--- config.mk ---
export PLATFORM = sky130hd
export DESIGN_NAME = spi_slave_serdes_flat
export DESIGN_NICKNAME = d
export VERILOG_FILES = /design/src/rtl/spi_pkg.sv /design/src/rtl/spi_slave_serdes_if.sv /design/src/rtl/spi_pin_sync.sv /design/src/rtl/spi_slave_serdes.sv /design/src/flat_wrapper.sv
export SDC_FILE = /design/constraint.sdc
export NUM_CORES = 1
export LEC_CHECK = 0
export CAP_MARGIN = 20
export CORE_MARGIN = 2
export CORE_UTILIZATION = 44
export DETAILED_ROUTE_END_ITERATION = 12
export GPL_ROUTABILITY_DRIVEN = 0
export PLACE_DENSITY = 0.74
export SYNTH_ARGS = -nofsm -noshare
export SYNTH_HDL_FRONTEND = slang
export SYNTH_SLANG_ARGS = --single-unit
--- constraint.sdc ---
create_clock -name clk -period 1.51 [get_ports clk]
set_input_delay 0.302 -clock clk [delete_from_list [all_inputs] [get_ports clk]]
set_output_delay 0.302 -clock clk [all_outputs]
set_load 0.02 [all_outputs]
--- src/rtl/spi_pkg.sv ---
// Shared constants and types for the SPI target-side PHY.
package spi_pkg;

    localparam int unsigned SPI_BYTE_W = 8;
    localparam logic [SPI_BYTE_W-1:0] SPI_IDLE_BYTE = 8'hFF;

    typedef enum logic {
        SPI_IDLE,
        SPI_ACTIVE
    } spi_state_t;

endpackage

--- src/rtl/spi_slave_serdes_if.sv ---
// Pin-side and byte-side signals of the SPI PHY; slave is the PHY, master is pins plus consumer.
interface spi_slave_serdes_if;
    import spi_pkg::*;

    logic                  pin_sclk;
    logic                  pin_cs_n;
    logic                  pin_mosi;
    logic                  pin_miso;
    logic                  pin_miso_oe;
    logic                  spi_cs;
    logic [SPI_BYTE_W-1:0] spi_rx_data;
    logic                  spi_rx_cmd;
    logic                  spi_rx_strobe;
    logic                  spi_tx_strobe;
    logic [SPI_BYTE_W-1:0] spi_tx_data;
    logic                  tx_underrun;
    logic                  tx_overrun;

    modport slave (
        input  pin_sclk, pin_cs_n, pin_mosi, spi_tx_strobe, spi_tx_data,
        output pin_miso, pin_miso_oe, spi_cs, spi_rx_data, spi_rx_cmd, spi_rx_strobe,
               tx_underrun, tx_overrun
    );

    modport master (
        output pin_sclk, pin_cs_n, pin_mosi, spi_tx_strobe, spi_tx_data,
        input  pin_miso, pin_miso_oe, spi_cs, spi_rx_data, spi_rx_cmd, spi_rx_strobe,
               tx_underrun, tx_overrun
    );

endinterface

--- src/rtl/spi_pin_sync.sv ---
// Multi-flop synchroniser for one asynchronous pin with single-cycle edge pulses.
module spi_pin_sync #(
    parameter int unsigned SYNC_STAGES = 2,
    parameter logic        RESET_VAL   = 1'b0
) (
    input  logic clk,
    input  logic reset,
    input  logic pin,
    output logic level,
    output logic rise,
    output logic fall
);

    logic [SYNC_STAGES-1:0] sync_q;
    logic                   prev_q;

    always_ff @(posedge clk) begin
        if (reset) begin
            sync_q <= {SYNC_STAGES{RESET_VAL}};
            prev_q <= RESET_VAL;
        end else begin
            sync_q <= {sync_q[SYNC_STAGES-2:0], pin};
            prev_q <= sync_q[SYNC_STAGES-1];
        end
    end

    assign level = sync_q[SYNC_STAGES-1];
    assign rise  = level & ~prev_q;
    assign fall  = ~level & prev_q;

endmodule

--- src/rtl/spi_slave_serdes.sv ---
// SPI mode-0 target PHY: pin synchronisation, MOSI deserialiser and MISO serialiser with a
// one-byte response holding register.
module spi_slave_serdes
    import spi_pkg::*;
#(
    parameter int unsigned           SYNC_STAGES  = 2,
    parameter logic [SPI_BYTE_W-1:0] TX_IDLE_BYTE = SPI_IDLE_BYTE
) (
    input  logic                     clk,
    input  logic                     reset,
    spi_slave_serdes_if.slave        spi
);

    logic sclk_level_unused, sclk_rise, sclk_fall;
    logic cs_level_unused, cs_rise, cs_fall;
    logic mosi_sync, mosi_rise_unused, mosi_fall_unused;

    spi_pin_sync #(.SYNC_STAGES(SYNC_STAGES), .RESET_VAL(1'b0)) u_sync_sclk (
        .clk   (clk),
        .reset (reset),
        .pin   (spi.pin_sclk),
        .level (sclk_level_unused),
        .rise  (sclk_rise),
        .fall  (sclk_fall)
    );

    spi_pin_sync #(.SYNC_STAGES(SYNC_STAGES), .RESET_VAL(1'b1)) u_sync_cs_n (
        .clk   (clk),
        .reset (reset),
        .pin   (spi.pin_cs_n),
        .level (cs_level_unused),
        .rise  (cs_rise),
        .fall  (cs_fall)
    );

    spi_pin_sync #(.SYNC_STAGES(SYNC_STAGES), .RESET_VAL(1'b0)) u_sync_mosi (
        .clk   (clk),
        .reset (reset),
        .pin   (spi.pin_mosi),
        .level (mosi_sync),
        .rise  (mosi_rise_unused),
        .fall  (mosi_fall_unused)
    );

    spi_state_t            state_q;
    logic [2:0]            bit_cnt_q;
    logic                  first_q;
    logic                  rose_q;
    logic [SPI_BYTE_W-2:0] rx_shift_q;
    logic [SPI_BYTE_W-1:0] rx_data_q;
    logic                  rx_strobe_q;
    logic                  rx_cmd_q;
    logic [SPI_BYTE_W-1:0] tx_shift_q;
    logic [SPI_BYTE_W-1:0] hold_q;
    logic                  hold_valid_q;
    logic                  underrun_q;
    logic                  overrun_q;
    logic                  boundary;

    // A fall before any rise in this transaction is spurious and must not consume a byte.
    assign boundary = (state_q == SPI_ACTIVE) && sclk_fall && !cs_rise &&
                      (bit_cnt_q == 3'd0) && rose_q;

    always_ff @(posedge clk) begin
        if (reset) begin
            state_q      <= SPI_IDLE;
            bit_cnt_q    <= 3'd0;
            first_q      <= 1'b1;
            rose_q       <= 1'b0;
            rx_shift_q   <= '0;
            rx_data_q    <= '0;
            rx_strobe_q  <= 1'b0;
            rx_cmd_q     <= 1'b0;
            tx_shift_q   <= TX_IDLE_BYTE;
            hold_q       <= '0;
            hold_valid_q <= 1'b0;
            underrun_q   <= 1'b0;
            overrun_q    <= 1'b0;
        end else begin
            rx_strobe_q <= 1'b0;
            rx_cmd_q    <= 1'b0;
            underrun_q  <= 1'b0;
            overrun_q   <= 1'b0;
            unique case (state_q)
                SPI_IDLE: begin
                    bit_cnt_q <= 3'd0;
                    first_q   <= 1'b1;
                    rose_q    <= 1'b0;
                    if (cs_fall) begin
                        state_q      <= SPI_ACTIVE;
                        hold_valid_q <= 1'b0;
                        if (spi.spi_tx_strobe) begin
                            tx_shift_q <= spi.spi_tx_data;
                        end else if (hold_valid_q) begin
                            tx_shift_q <= hold_q;
                        end else begin
                            tx_shift_q <= TX_IDLE_BYTE;
                        end
                    end else if (spi.spi_tx_strobe) begin
                        hold_q       <= spi.spi_tx_data;
                        hold_valid_q <= 1'b1;
                        overrun_q    <= hold_valid_q;
                    end
                end
                SPI_ACTIVE: begin
                    if (cs_rise) begin
                        state_q   <= SPI_IDLE;
                        bit_cnt_q <= 3'd0;
                        first_q   <= 1'b1;
                        rose_q    <= 1'b0;
                    end else if (sclk_rise) begin
                        rx_shift_q <= {rx_shift_q[SPI_BYTE_W-3:0], mosi_sync};
                        bit_cnt_q  <= bit_cnt_q + 3'd1;
                        rose_q     <= 1'b1;
                        if (bit_cnt_q == 3'd7) begin
                            rx_data_q   <= {rx_shift_q, mosi_sync};
                            rx_strobe_q <= 1'b1;
                            rx_cmd_q    <= first_q;
                            first_q     <= 1'b0;
                        end
                    end else if (sclk_fall && (bit_cnt_q != 3'd0)) begin
                        tx_shift_q <= {tx_shift_q[SPI_BYTE_W-2:0], 1'b1};
                    end

                    // A strobe coinciding with the boundary bypasses the holding register.
                    if (boundary) begin
                        hold_valid_q <= 1'b0;
                        if (spi.spi_tx_strobe) begin
                            tx_shift_q <= spi.spi_tx_data;
                        end else if (hold_valid_q) begin
                            tx_shift_q <= hold_q;
                        end else begin
                            tx_shift_q <= TX_IDLE_BYTE;
                            underrun_q <= 1'b1;
                        end
                    end else if (spi.spi_tx_strobe) begin
                        hold_q       <= spi.spi_tx_data;
                        hold_valid_q <= 1'b1;
                        overrun_q    <= hold_valid_q;
                    end
                end
            endcase
        end
    end

    assign spi.spi_cs        = (state_q == SPI_IDLE);
    assign spi.pin_miso_oe   = (state_q == SPI_ACTIVE);
    assign spi.pin_miso      = tx_shift_q[SPI_BYTE_W-1];
    assign spi.spi_rx_data   = rx_data_q;
    assign spi.spi_rx_strobe = rx_strobe_q;
    assign spi.spi_rx_cmd    = rx_cmd_q;
    assign spi.tx_underrun   = underrun_q;
    assign spi.tx_overrun    = overrun_q;

endmodule
--- src/flat_wrapper.sv ---
// flat-port wrapper written by rule: the top's interface ports become plain ports
module spi_slave_serdes_flat import spi_pkg::*;
#(
    parameter int unsigned           SYNC_STAGES  = 2,
    parameter logic [SPI_BYTE_W-1:0] TX_IDLE_BYTE = SPI_IDLE_BYTE
)
  (clk, reset, spi_pin_sclk, spi_pin_cs_n, spi_pin_mosi, spi_spi_tx_strobe, spi_spi_tx_data, spi_pin_miso, spi_pin_miso_oe, spi_spi_cs, spi_spi_rx_data, spi_spi_rx_cmd, spi_spi_rx_strobe, spi_tx_underrun, spi_tx_overrun);
  spi_slave_serdes_if spi_i ();
  input  logic clk;
  input  logic reset;
  input wire logic [$bits(spi_i.pin_sclk)-1:0] spi_pin_sclk;
  input wire logic [$bits(spi_i.pin_cs_n)-1:0] spi_pin_cs_n;
  input wire logic [$bits(spi_i.pin_mosi)-1:0] spi_pin_mosi;
  input wire logic [$bits(spi_i.spi_tx_strobe)-1:0] spi_spi_tx_strobe;
  input wire logic [$bits(spi_i.spi_tx_data)-1:0] spi_spi_tx_data;
  output wire logic [$bits(spi_i.pin_miso)-1:0] spi_pin_miso;
  output wire logic [$bits(spi_i.pin_miso_oe)-1:0] spi_pin_miso_oe;
  output wire logic [$bits(spi_i.spi_cs)-1:0] spi_spi_cs;
  output wire logic [$bits(spi_i.spi_rx_data)-1:0] spi_spi_rx_data;
  output wire logic [$bits(spi_i.spi_rx_cmd)-1:0] spi_spi_rx_cmd;
  output wire logic [$bits(spi_i.spi_rx_strobe)-1:0] spi_spi_rx_strobe;
  output wire logic [$bits(spi_i.tx_underrun)-1:0] spi_tx_underrun;
  output wire logic [$bits(spi_i.tx_overrun)-1:0] spi_tx_overrun;
  assign spi_i.pin_sclk = spi_pin_sclk;
  assign spi_i.pin_cs_n = spi_pin_cs_n;
  assign spi_i.pin_mosi = spi_pin_mosi;
  assign spi_i.spi_tx_strobe = spi_spi_tx_strobe;
  assign spi_i.spi_tx_data = spi_spi_tx_data;
  assign spi_pin_miso = spi_i.pin_miso;
  assign spi_pin_miso_oe = spi_i.pin_miso_oe;
  assign spi_spi_cs = spi_i.spi_cs;
  assign spi_spi_rx_data = spi_i.spi_rx_data;
  assign spi_spi_rx_cmd = spi_i.spi_rx_cmd;
  assign spi_spi_rx_strobe = spi_i.spi_rx_strobe;
  assign spi_tx_underrun = spi_i.tx_underrun;
  assign spi_tx_overrun = spi_i.tx_overrun;
  spi_slave_serdes #(.SYNC_STAGES(SYNC_STAGES), .TX_IDLE_BYTE(TX_IDLE_BYTE)) u_core (.clk(clk), .reset(reset), .spi(spi_i));
endmodule
==> results_slide.txt, run 1 <==
Synthesis and Place & Route Summary

Status
  – Status: finished, violations left
  – Violated checks: setup timing

Yosys
  – Total cell area reported by yosys after synthesis: ~2100 um2
  – Synthesis warning total: 0
  – Most instantiated flip-flop cell in the synthesis netlist: sky130_fd_sc_hd__dfxtp_1
  – Cell accounting for the most synthesized area: sky130_fd_sc_hd__dfxtp_1
  – Post-synthesis sequential element count: around 50
  – # Cells Yosys: approximately 210
  – Most popular library cell in the synthesized design by count: sky130_fd_sc_hd__dfxtp_1
  – Leading post-synthesis cells by cell area: sky130_fd_sc_hd__dfxtp_1, sky130_fd_sc_hd__mux2i_1, sky130_fd_sc_hd__nor2_1
  – Portion of the post-synthesis area used by sequential elements: 0.4805
  – Number of nets at floorplan: around 230
  – Synthesized area per cell: between 9 and 10 um2
  – Area share of the largest cell type after synthesis: 0.4805
  – Combined area of all synthesized cells: 2083 um2
  – Post-synth top cells: sky130_fd_sc_hd__dfxtp_1, sky130_fd_sc_hd__nor2_1, sky130_fd_sc_hd__mux2i_1, sky130_fd_sc_hd__nand2_1, sky130_fd_sc_hd__o21ai_0
  – Cells after Synth: 214
  – Number of distinct standard cells referenced by the synthesized netlist: 36
  – Flip-flops with a built-in enable: 0
  – Proportion of register bits with asynchronous set or reset after synthesis: 0

Layout
  – Multi-Input Combinational: 147
  – Number of flip-flops and latches: around 50
  – Area added between synthesis and finish: 34.71%
  – Clk cell area share: 0.04057
  – Non-clock buffers, area share: 0.1734
  – Largest area class, layout: multi-input combinational cells
  – Non-filler cells in the finished layout: around 320
  – Count of antenna diodes in the layout: 0
  – Total number of nets in the final design: roughly 280
  – Seq/total area: 0.3589
  – Inverter count of the layout excluding clock inverters: 5
  – Fraction of area in multi-input gates: 0.3950
  – Number of fillers in the final layout: 405
  – Area of the multi-input gates: approximately 1100 um2
  – Dominant logic cell type in the layout: sky130_fd_sc_hd__dfxtp_1
  – Top library cells by usage in the layout, fill and taps aside: sky130_fd_sc_hd__dfxtp_1, sky130_fd_sc_hd__nor2_1, sky130_fd_sc_hd__mux2i_1

Route
  – Per-cell via count in the routed design: between 5 and 6
  – Routed WL: 4.389 mm
  – Final antenna-violating net count: 0
  – Via Count: around 1600
  – 1st-iter DRT viols: 84
  – Number of iterations in the first detailed-routing pass: 4

Clock network
  – Clock transition at path regs: 90 ps
  – Buffer depth of the longest clock path: 2
  – Level count of the clock H-tree: 2
  – Sink Count: ~50
  – Clock insertion delay at the later pin of the skew report: slightly above 300 ps
  – Number of instances resized during post-cts repair: 22
  – Count of hold buffers inserted by post-cts repair: 0
  – Number of buffers added for setup after CTS: 0
  – CTS root buffer: sky130_fd_sc_hd__clkbuf_8
  – Number of buffers created by CTS: 5
  – CTS tree: done

Critical path
  – Number of gates on the worst path with buffers counted: 8
  – Arrival time at the worst endpoint: ~1800 ps
  – Origin of the critical flop-to-flop path: u_core.bit_cnt_q[1]$_SDFFE_PP0P_
  – Stage delay of the slowest cell on the critical path: approximately 400 ps
  – Worst setup path start: u_core.bit_cnt_q[1]$_SDFFE_PP0P_
  – R2r endpoint: u_core.hold_q[1]$_SDFFE_PP0P_
  – Slowest-stage cell, CP: sky130_fd_sc_hd__o32ai_4
  – Data required time of the critical path: 1700 ps
  – Worst setup slack for register-to-register paths: -60 ps
  – Crit-path cells: inv_2 -> ha_4 -> nand3b_4 -> o32ai_4 -> nor2_1 -> buf_6 -> nand2_1 -> a21oi_1
  – Crit path to: u_core.hold_q[1]$_SDFFE_PP0P_
  – Critical Setup Path Class: flip-flop to flip-flop
  – Crit path max fanout: 8
  – Family with the most delay on the worst path: AND-OR/OR-AND gates
  – Number of cells traversed by the worst register-to-register path: 8
  – Startpoint class of the critical path: flip-flop

Pwr
  – Clock Power Share: 0.357
  – Combinational cell power: 0.312 mW
  – Maximum vdd ir drop: between 600 and 700 uV
  – Part of the power in combinational logic: 0.118
  – Total power divided by cell area: between 900 and 1000 nW/um2
  – Heaviest power group: sequential cells
  – Total power of the final layout: 2.642 mW
  – Power of the clock network: 0.944 mW
  – Flop pwr share: 0.524
  – Internal power summed over all cells: 2.015 mW
  – P_sw: around 0.63 mW
  – Sw Share: 0.2372

Min path
  – Endpoint, Worst Hold: u_core.u_sync_sclk.sync_q[1]$_SDFF_PP0_
  – Critical hold path startpoint: u_core.u_sync_sclk.sync_q[0]$_SDFF_PP0_
  – HP Class: flip-flop to flip-flop

Place
  – Inst Count DP: 304
  – Post-detailed-placement half-perimeter wirelength: 2.974 mm
  – Port buffer count: 28
  – Worst slack after detailed placement: -145.0 ps
  – Area after DPL: 2552 um2

Final timing
  – Minimum clock period: ~1600 ps
  – Minimum hold slack: 443.6 ps
  – Final Max-Slew Violation Tally: 0
  – Fin worst setup slack: -60.64 ps
  – Endpoints failing hold: 0
  – Final setup vio count: 9
  – Setup TNS after final layout: -245.3 ps
  – Highest achievable clock rate: around 0.64 GHz
  – Worst slew margin relative to its limit: 0.7597
  – Fin crit share: 1.040
  – Post-Route Skew: ~8.3 ps

Floorplan
  – Overall die area: about 5300 um2
  – Core footprint: 4629 um2
  – Top Ports: 29
  – Die outline width: 72.81 um
  – Standard-cell row count: 25
  – Die height: 72.81 um

Global route
  – Overflow left after global routing: 0
  – First-pass GRT wire length: 6.789 mm
  – Number of antenna violations at the first check in global routing: 0
  – Number of global-route vias before repair: about 1500
  – Pin count of the biggest net entering global routing: 19

Run
  – Maximum capacitance violations: 0
## run 1: logic make-up (layout without fill, tap and decap cells)
kind of cell / count (synthesis) / in the layout / synth area share
compound gates: 45 / 45 / 0.1526
xor+xnor: 1 / 1 / 0.004205
fa+ha+maj: 3 / 3 / 0.01802
buf+inv: 17 / 65 / 0.03964
flops: 50 / 50 / 0.4805
mux: 23 / 23 / 0.1105
simple gates: 75 / 75 / 0.1946
## run 1: routing by layer
layer | share of wire | wire [um] | GRT usage | vias to the layer above
met2 | 0.53 | 2335 | 0.2808 | 40
met4 | 0.0089 | 39 | 0.05556 | 0
met1 | 0.43 | 1870 | 0.2036 | 783
met3 | 0.033 | 143 | 0.04282 | 6
li1 | - | - | - | 818
met5 | 0 | 0 | 0 | -
### Gate-type map, run 1

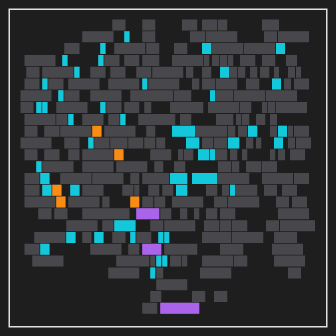
family	colour	cells
and/or cells	orange	5
fa/ha/maj cells	purple	3
nor cells	cyan	45

### Sequential cells grouped by signal name, run 1

Scale bar: 20 um.
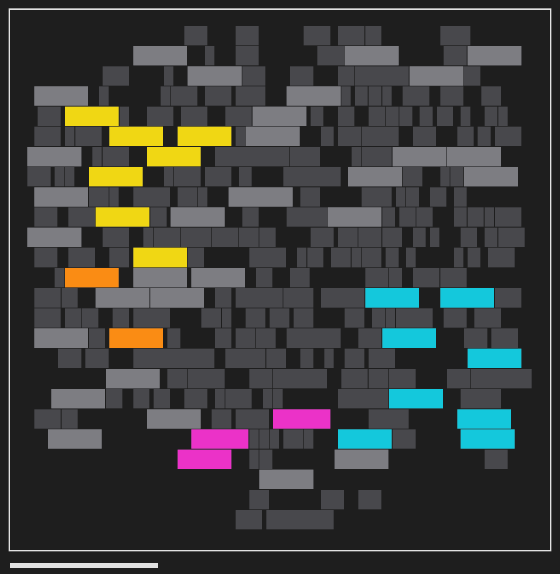
netlist name	colour	flops
u_core.tx_shift_q	cyan	8
u_core.rx_shift_q	yellow	7
u_core.bit_cnt_q	magenta	3
u_core.u_sync_mosi.sync_q	orange	2
Final Util: 0.6062
flip-flop and latch power: 1.39 mW
sequential cell area in the final layout: 1007 um2

### Routing congestion, run 1

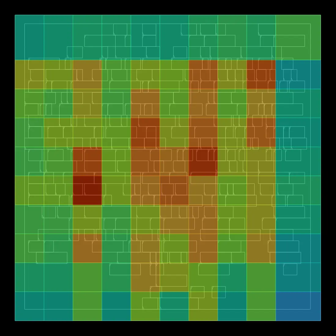
met2 GRT Util: 0.2808
total routing usage reported by global routing: 0.1654
routed length per placed instance: 13.89 um
met3 Use GR: 0.04282
peak-usage layer in the global routing report: met2

==> run 2: changes to the inputs <==
- HOLD_SLACK_MARGIN: not set -> 0.15
### Gate-type map, run 2

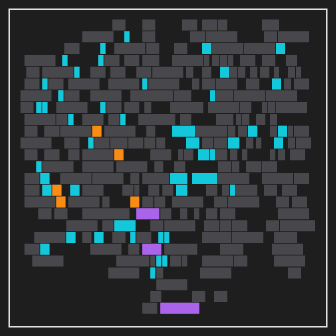
family	colour	cells
and/or cells	orange	5
fa/ha/maj cells	purple	3
nor cells	cyan	45
fraction of area in multi-input gates: 0.3950
non-filler cells in the finished layout: 316
dominant logic cell type in the layout: sky130_fd_sc_hd__dfxtp_1

==> results_slide.txt, run 2 <==
Synthesis and Place & Route Summary

Yosys
  – Aoi share: 0.1526 (unchanged)
  – Portion of the post-synthesis area used by sequential elements: 0.4805 (unchanged)
  – Adder Area Share: 0.01802 (unchanged)
  – Cells after Synth: 214 (unchanged)
  – Proportion of synthesized area in mux cells: 0.1105 (unchanged)
  – Leading post-synthesis cells by cell area: sky130_fd_sc_hd__dfxtp_1, sky130_fd_sc_hd__mux2i_1, sky130_fd_sc_hd__nor2_1 (unchanged)
  – Number of nets at floorplan: 231 (unchanged)
  – Most instantiated flip-flop cell in the synthesis netlist: sky130_fd_sc_hd__dfxtp_1 (unchanged)
  – Total cell area reported by yosys after synthesis: 2083 um2 (unchanged)
  – Area share of the largest cell type after synthesis: 0.4805 (unchanged)
  – Cell accounting for the most synthesized area: sky130_fd_sc_hd__dfxtp_1 (unchanged)
  – Share of the synthesized netlist area taken by xor and xnor gates: 0.004204 (unchanged)
  – Number of distinct standard cells referenced by the synthesized netlist: 36 (unchanged)
  – Synthesis warning total: 0 (unchanged)
  – Synthesized area per cell: 9.735 um2 (unchanged)
  – Post-synth top cells: sky130_fd_sc_hd__dfxtp_1, sky130_fd_sc_hd__nor2_1, sky130_fd_sc_hd__mux2i_1, sky130_fd_sc_hd__nand2_1, sky130_fd_sc_hd__o21ai_0 (unchanged)

Layout
  – Area of the multi-input gates: 1109 um2 (unchanged)
  – Largest area class, layout: multi-input combinational cells (unchanged)
  – Total number of nets in the final design: 278 (unchanged)
  – Multi-Input Combinational: 147 (unchanged)
  – Number of fillers in the final layout: 405 (unchanged)
  – Non-clock buffers, area share: 0.1734 (unchanged)
  – Seq/total area: 0.3589 (unchanged)
  – Final Util: 0.6062 (unchanged)
  – Inverter count of the layout excluding clock inverters: 5 (unchanged)
  – Top library cells by usage in the layout, fill and taps aside: sky130_fd_sc_hd__dfxtp_1, sky130_fd_sc_hd__nor2_1, sky130_fd_sc_hd__mux2i_1 (unchanged)
  – Sequential cell area in the final layout: 1007 um2 (unchanged)
  – Number of flip-flops and latches: 50 (unchanged)
  – Area added between synthesis and finish: 34.71% (unchanged)

Global route
  – Overflow left after global routing: 0 (unchanged)
  – Number of global-route vias before repair: 1495 (unchanged)
  – Total routing usage reported by global routing: 0.1654 (unchanged)
  – GRT met1 Usage: 0.2036 (unchanged)
  – Met3 Use GR: 0.04282 (unchanged)
  – Peak-usage layer in the global routing report: met2 (unchanged)
  – Pin count of the biggest net entering global routing: 19 (unchanged)
  – Met2 GRT Util: 0.2808 (unchanged)

Final timing
  – Highest achievable clock rate: 0.6367 GHz (unchanged)
  – Fin worst setup slack: -60.64 ps (unchanged)
  – Final setup vio count: 9 (unchanged)
  – Worst slew margin relative to its limit: 0.7597 (unchanged)
  – Fin crit share: 1.040 (unchanged)
  – Endpoints failing hold: 0 (unchanged)
  – Minimum hold slack: 443.6 ps (unchanged)
  – Final Max-Slew Violation Tally: 0 (unchanged)
  – Minimum clock period: 1571 ps (unchanged)

Clock network
  – Clock insertion delay at the later pin of the skew report: 310 ps (about the same)
  – CTS root buffer: sky130_fd_sc_hd__clkbuf_8 (unchanged)
  – Number of buffers added for setup after CTS: 0 (unchanged)
  – Clock transition at path regs: 90 ps (about the same)
  – Count of hold buffers inserted by post-cts repair: 0 (unchanged)
  – Level count of the clock H-tree: 2 (unchanged)
  – Buffer depth of the longest clock path: 2 (unchanged)
  – CTS tree: done (unchanged)

Floorplan
  – Overall die area: 5301 um2 (unchanged)
  – Core footprint: 4629 um2 (unchanged)
  – Die height: 72.81 um (unchanged)
  – Standard-cell row count: 25 (unchanged)
  – Die outline width: 72.81 um (unchanged)

Pwr
  – Flop pwr share: 0.524 (about the same)
  – Flip-flop and latch power: 1.39 mW (about the same)
  – Sw Share: 0.2372 (unchanged)
  – Power of the clock network: 0.944 mW (about the same)
  – P_sw: 0.6267 mW (unchanged)
  – Part of the power in combinational logic: 0.118 (about the same)
  – Maximum vdd ir drop: 635.1 uV (unchanged)
  – Total power of the final layout: 2.642 mW (unchanged)
  – Combinational cell power: 0.312 mW (about the same)
  – Clock Power Share: 0.357 (about the same)

Status
  – Violated checks: setup timing (unchanged)
  – Status: finished, violations left (unchanged)

Route
  – Final antenna-violating net count: 0 (unchanged)
  – Per-cell via count in the routed design: 5.212 (unchanged)
  – Routed WL: 4.389 mm (unchanged)
  – Top sig layer: met4 (unchanged)
  – Number of iterations in the first detailed-routing pass: 4 (unchanged)
  – Via Count: 1647 (unchanged)
  – Met1 wire length: 1.870 mm (unchanged)

Critical path
  – Arrival time at the worst endpoint: 1760 ps (about the same)
  – Crit path max fanout: 8 (unchanged)
  – Crit-path cells: inv_2 -> ha_4 -> nand3b_4 -> o32ai_4 -> nor2_1 -> buf_6 -> nand2_1 -> a21oi_1 (unchanged)
  – Critical Setup Path Class: flip-flop to flip-flop (unchanged)
  – Data required time of the critical path: 1700 ps (about the same)
  – Family with the most delay on the worst path: AND-OR/OR-AND gates (unchanged)
  – Startpoint class of the critical path: flip-flop (unchanged)

Place
  – Area after DPL: 2552 um2 (unchanged)
  – Worst slack after detailed placement: -145.0 ps (unchanged)
  – Inst Count DP: 304 (unchanged)

Run
  – Maximum capacitance violations: 0 (unchanged)

Min path
  – HP Class: flip-flop to flip-flop (unchanged)
[run 2: cell counts in the layout (fill, tap and decap cells not counted)]
No cell type changed its count.
[run 2: worst paths after layout]
| kind | startpoint | endpoint | slack (ps) | depth (start not counted) |
|---|---|---|---|---|
| max | u_core.bit_cnt_q[1]$_SDFFE_PP0P_ | u_core.hold_q[1]$_SDFFE_PP0P_ | -60 | 8 |
| min | u_core.u_sync_sclk.sync_q[0]$_SDFF_PP0_ | u_core.u_sync_sclk.sync_q[1]$_SDFF_PP0_ | 440 | 1 |
| max reg2reg | u_core.bit_cnt_q[1]$_SDFFE_PP0P_ | u_core.hold_q[1]$_SDFFE_PP0P_ | -60 | 8 |
| min reg2reg | u_core.u_sync_sclk.sync_q[0]$_SDFF_PP0_ | u_core.u_sync_sclk.sync_q[1]$_SDFF_PP0_ | 440 | 1 |
Power figures rest on the tool's default switching activity, not on a simulated workload.
